## config.mk

```make
export PLATFORM = sky130hd
export DESIGN_NAME = seg_scan_ctrl
export DESIGN_NICKNAME = d
export VERILOG_FILES = /design/src/rtl/seg_scan_ctrl.sv
export SDC_FILE = /design/constraint.sdc
export NUM_CORES = 1
export LEC_CHECK = 0
export CELL_PAD_IN_SITES_DETAIL_PLACEMENT = 1
export CELL_PAD_IN_SITES_GLOBAL_PLACEMENT = 1
export CORE_MARGIN = 3
export CORE_UTILIZATION = 46
export DETAILED_ROUTE_END_ITERATION = 8
export HOLD_SLACK_MARGIN = 0.15
export PLACE_DENSITY_LB_ADDON = 0.05
export SETUP_SLACK_MARGIN = 0.4
export SYNTH_ARGS = -nofsm -noshare
export SYNTH_HDL_FRONTEND = slang
export SYNTH_SLANG_ARGS = --single-unit
```

## constraint.sdc

```tcl
create_clock -name clk -period 9.7 [get_ports clk]
set_clock_uncertainty 0.2 [all_clocks]
set_input_delay 0.97 -clock clk [delete_from_list [all_inputs] [get_ports clk]]
set_output_delay 0.97 -clock clk [all_outputs]
set_load 0.02 [all_outputs]
```

## src/rtl/seg_scan_ctrl.sv

```systemverilog
// seg_scan_ctrl: time-multiplexed scan controller for a multi-digit
// seven-segment display. One digit is enabled per slot; each slot is split
// into 16 sub-slots of TICK_DIV cycles. Sub-slot 0 is always blank so the
// segment bus can settle between digits, and sub-slots 1..brightness are lit.
// The segment pattern is captured once per frame so a display update never
// tears across digits.
module seg_scan_ctrl #(
    parameter int NUM_DIGITS = 6,
    parameter int TICK_DIV   = 3125
) (
    input  logic                    clk,
    input  logic                    rst,
    input  logic                    en,
    input  logic [8*NUM_DIGITS-1:0] seg_data,
    input  logic [3:0]              brightness,
    output logic [NUM_DIGITS-1:0]   led_en,
    output logic [7:0]              led_seg,
    output logic                    frame_done
);

    localparam int TW = (TICK_DIV > 1) ? $clog2(TICK_DIV) : 1;
    localparam int IW = (NUM_DIGITS > 1) ? $clog2(NUM_DIGITS) : 1;

    typedef enum logic {
        IDLE = 1'b0,
        SCAN = 1'b1
    } state_t;

    state_t                  state;
    logic [TW-1:0]           tick;
    logic [TW-1:0]           tick_n;
    logic [3:0]              sub;
    logic [3:0]              sub_n;
    logic [IW-1:0]           idx;
    logic [IW-1:0]           idx_n;
    logic                    frame_wrap;
    logic [8*NUM_DIGITS-1:0] snapshot;
    logic [NUM_DIGITS-1:0]   en_n;
    logic [7:0]              seg_n;

    // Next values of the tick / sub-slot / digit counters and the frame wrap.
    always_comb begin
        tick_n     = tick + 1'b1;
        sub_n      = sub;
        idx_n      = idx;
        frame_wrap = 1'b0;
        if (tick == TW'(TICK_DIV - 1)) begin
            tick_n = '0;
            sub_n  = sub + 4'd1;
            if (sub == 4'd15) begin
                if (idx == IW'(NUM_DIGITS - 1)) begin
                    idx_n      = '0;
                    frame_wrap = 1'b1;
                end else begin
                    idx_n = idx + 1'b1;
                end
            end
        end
    end

    // Output decode from the post-update counters, so the registered outputs
    // line up with the counters without an extra cycle of lag.
    always_comb begin
        en_n  = '1;
        seg_n = 8'hFF;
        if (sub_n != 4'd0 && sub_n <= brightness) begin
            for (int i = 0; i < NUM_DIGITS; i++) begin
                if (idx_n == IW'(i)) begin
                    en_n[i] = 1'b0;
                    seg_n   = snapshot[8*i +: 8];
                end
            end
        end
    end

    // Scan state machine: counters, frame snapshot and registered pin drivers.
    always_ff @(posedge clk or posedge rst) begin
        if (rst) begin
            state      <= IDLE;
            tick       <= '0;
            sub        <= '0;
            idx        <= '0;
            snapshot   <= '1;
            led_en     <= '1;
            led_seg    <= 8'hFF;
            frame_done <= 1'b0;
        end else begin
            case (state)
                IDLE: begin
                    tick       <= '0;
                    sub        <= '0;
                    idx        <= '0;
                    led_en     <= '1;
                    led_seg    <= 8'hFF;
                    frame_done <= 1'b0;
                    if (en) begin
                        state    <= SCAN;
                        snapshot <= seg_data;
                    end
                end
                SCAN: begin
                    if (!en) begin
                        // Abandon the slot immediately; no partial completion.
                        state      <= IDLE;
                        tick       <= '0;
                        sub        <= '0;
                        idx        <= '0;
                        led_en     <= '1;
                        led_seg    <= 8'hFF;
                        frame_done <= 1'b0;
                    end else begin
                        tick       <= tick_n;
                        sub        <= sub_n;
                        idx        <= idx_n;
                        led_en     <= en_n;
                        led_seg    <= seg_n;
                        frame_done <= frame_wrap;
                        if (frame_wrap) begin
                            snapshot <= seg_data;
                        end
                    end
                end
                default: state <= IDLE;
            endcase
        end
    end

endmodule
```

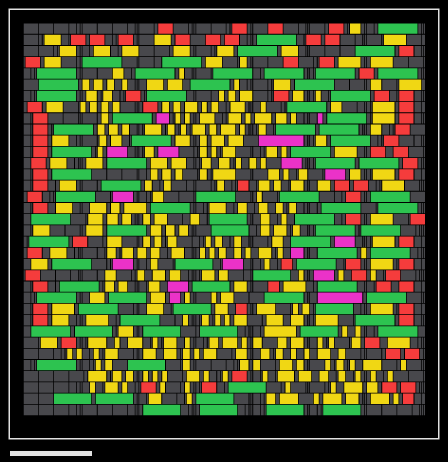
Fig. 1. Placed cells, one colour a class.
The bar under the picture is 20 um long. Fill, decap, tap and diode cells in grey.
other buffers and delay cells -> red  # cells 74
flip-flops -> green  # cells 83
all other logic -> yellow  # cells 289
clock drivers and dummy loads -> magenta  # cells 16
end-of-flow core utilization: 58.1%
Std-Cell Rows: 35
final instance area: 0.00539 mm2

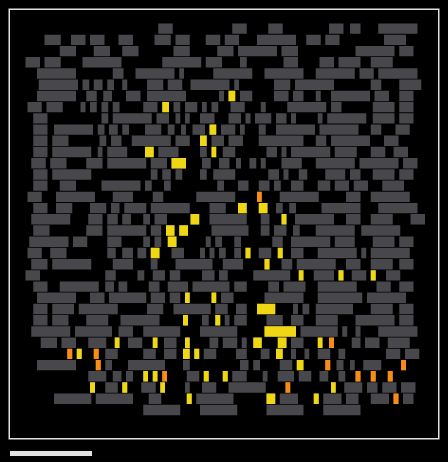
Fig. 2. Selected gate families.
The bar under the picture is 20 um long.
NOR gates -> yellow  # cells 49, most used nor2_1
inverters -> orange  # cells 13, most used inv_1
logic share of the area: 38.5%
Layout Cells excl Fill: 591
most frequent logic cell in the layout: clkdlybuf4s50_1

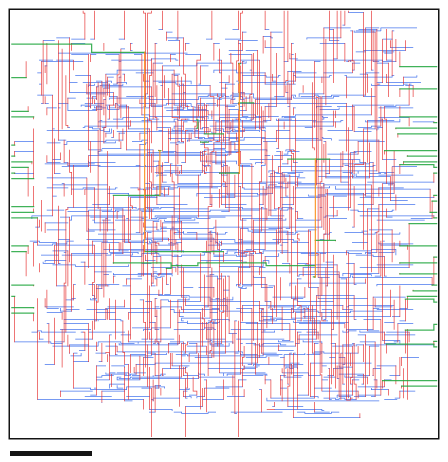
Fig. 3. Metal layers overlaid.
The bar under the picture is 20 um long.
met3 -> green  # wire length 410 um
met1 -> blue  # wire length 5080 um
met4 -> orange  # wire length 114 um
met2 -> red  # wire length 5120 um
WL per Instance: 18.1 um
Total GRT Usage: 20.6%
Routed WL: 10.7 mm
Via Count: 3272

==> out/metrics.csv <==
stage,metric,value,unit
drt,drt_iter0_drc,171,
placement,gpl.final_weighted_congestion,0.785,
yosys,synth.distinct_cells,49,
sta,fin_crit_sh,43.4,%
power_and_ir_drop,pwr-share-seq,52.5,%
cells_and_area,area.combinational,0.00207,mm2
drt,drc_errors,0,
global_routing,grt_pass1_vias,3473,
placement,preCtsSetupSlack,5.54,ns
critical_path,rr_worst_depth,11,
critical_path,crit_fanout,14,
power_and_ir_drop,finalPower,805,uW
power_and_ir_drop,leakagePower,0.00213,uW
global_routing,overflow,0,
yosys,synth-area-yosys,0.00440,mm2
critical_path,slowest_stage,a31oi_1,
critical_path,cp-end-kind,flop,
critical_path,crit_cells,11,
run_status,status,finished clean,
flow_run,drv_cap,0,
cells_and_area,drive_gt1_share,31.4,%
yosys,synth.area.top_cells,"dfstp_2 (37%), dfrtp_1 (12%), mux2_2 (7.9%), mux2_4 (6.8%), nand3_1 (3.0%)",
clocking,cts_resized,0,
clocking,cts-root-buf,clkbuf_8,
sta,rsz0062_at_grt,false,
cells_and_area,finalNetCount,519,
cells_and_area,final_cell_mix,"clkdlybuf4s50_1 (69), dfstp_2 (62), nand2_1 (33)",
critical_path,worstPathRequired,9.70,ns
power_and_ir_drop,powerDensity,149,mW/mm2
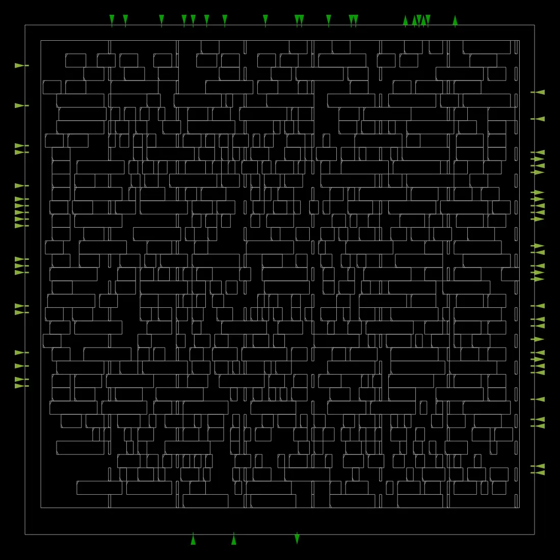
Fig. 4. Placement view.
tap cells: 129
sequential cell area share: 39.9%
Flop Count: 83
fillers: 990
Floorplan Core Area: 0.00928 mm2

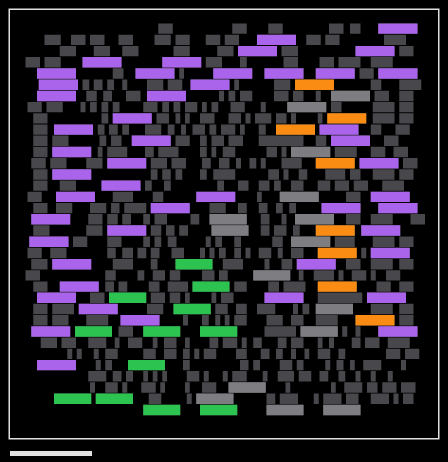
Fig. 5. Where the registers sit.
The bar under the picture is 20 um long.
led_seg -> orange  # placed flops 8
snapshot -> purple  # placed flops 48
tick -> green  # placed flops 12
not coloured = 15
Reg area: 0.00215 mm2
P_seq: 423 uW

[synthesized netlist by cell type, drive strengths merged]
| library cell | instances |
|---|---|
| nor2 | 28 |
| mux2 | 51 |
| nand3 | 26 |
| o211ai | 4 |
| a211o | 5 |
| nor3 | 8 |
| o311ai | 3 |
| or3 | 1 |
| o21ai | 2 |
| or4b | 1 |
| maj3 | 3 |
| nand4 | 4 |
| a31oi | 6 |
| or2 | 4 |
| a311o | 5 |
| o2111ai | 1 |
| buf | 13 |
| a211oi | 3 |
| o21a | 1 |
| nand3b | 3 |
| xor2 | 5 |
| a22oi | 5 |
| a21o | 5 |
| and4b | 1 |
| a2111oi | 3 |
| mux2i | 3 |
| a21oi | 16 |
| ha | 7 |
| a31o | 1 |
| inv | 13 |
| nor2b | 5 |
| xnor2 | 10 |
| dfstp | 62 |
| nor4 | 8 |
| o31ai | 4 |
| nand2 | 34 |
| dfrtp | 21 |
| and2 | 2 |
| clkbuf | 13 |
| or4 | 1 |
| nand4b | 3 |
| nand2b | 4 |
[how the worst min path moves through the flow]
| stage | from | endpoint | slack, ns | cells past startpoint |
|---|---|---|---|---|
| after floorplan | tick[0] | tick[0] | 0.27 | 1 |
| after global placement | tick[0] | tick[0] | 0.30 | 1 |
| after detailed placement | tick[0] | tick[0] | 0.31 | 1 |
| after CTS | tick[0] | tick[0] | 0.32 | 1 |
| after global routing | tick[0] | tick[0] | 0.35 | 1 |
| final | tick[0] | tick[0] | 0.32 | 1 |
[sequential cells by signal, summed over array words and instances (netlist names)]
signal / count
frame_done: 1
idx: 3
led_en: 6
led_seg: 8
snapshot: 48
state: 1
sub: 4
tick: 12
[kinds of logic after synthesis]
group | after synthesis | synth area share, %
AND-OR/OR-AND | 64 | 10.4
AND/OR/NAND/NOR | 133 | 15.5
buffers and inverters | 39 | 4.09
XOR/XNOR | 15 | 2.99
multiplexers | 54 | 15.4
adder cells (fa/ha/maj) | 10 | 2.67
flip-flops | 83 | 49.0
[metrics by stage]
step / hold slack (ns) / instances
finish: 0.316 / 591
detailed placement: 0.308 / 575
CTS: 0.321 / 591
global placement: 0.302 / 575
global route: 0.350 / 591
floorplan: 0.275 / 398
[metal layers]
| metal | vias up | global-route usage, % | wire (um) |
|---|---|---|---|
| li1 | 1540 | - | - |
| met1 | 1654 | 28.1 | 5080 |
| met2 | 68 | 33.3 | 5120 |
| met3 | 10 | 4.74 | 409 |
| met4 | 0 | 5.03 | 114 |
| met5 | - | 0 | 0 |
[final cells by class]
type / count / area share [%]
sequential: 83 / 39.9
multi-input combinational: 276 / 38.5
timing repair buffer: 74 / 13.5
tap: 129 / 2.99
clock buffer: 11 / 2.62
clock inverter: 5 / 1.58
inverter: 13 / 0.905
[power groups by stage]
stage	clock [uW]	combinational, uW	sequential, uW
after floorplan	0	65.4	418
after CTS	289	101	423
after global routing	308	108	427
after global placement	0	96.0	426
final	283	98.8	423
after detailed placement	0	99.2	428
No activity file was given, so power comes from the tool's default toggle rates.
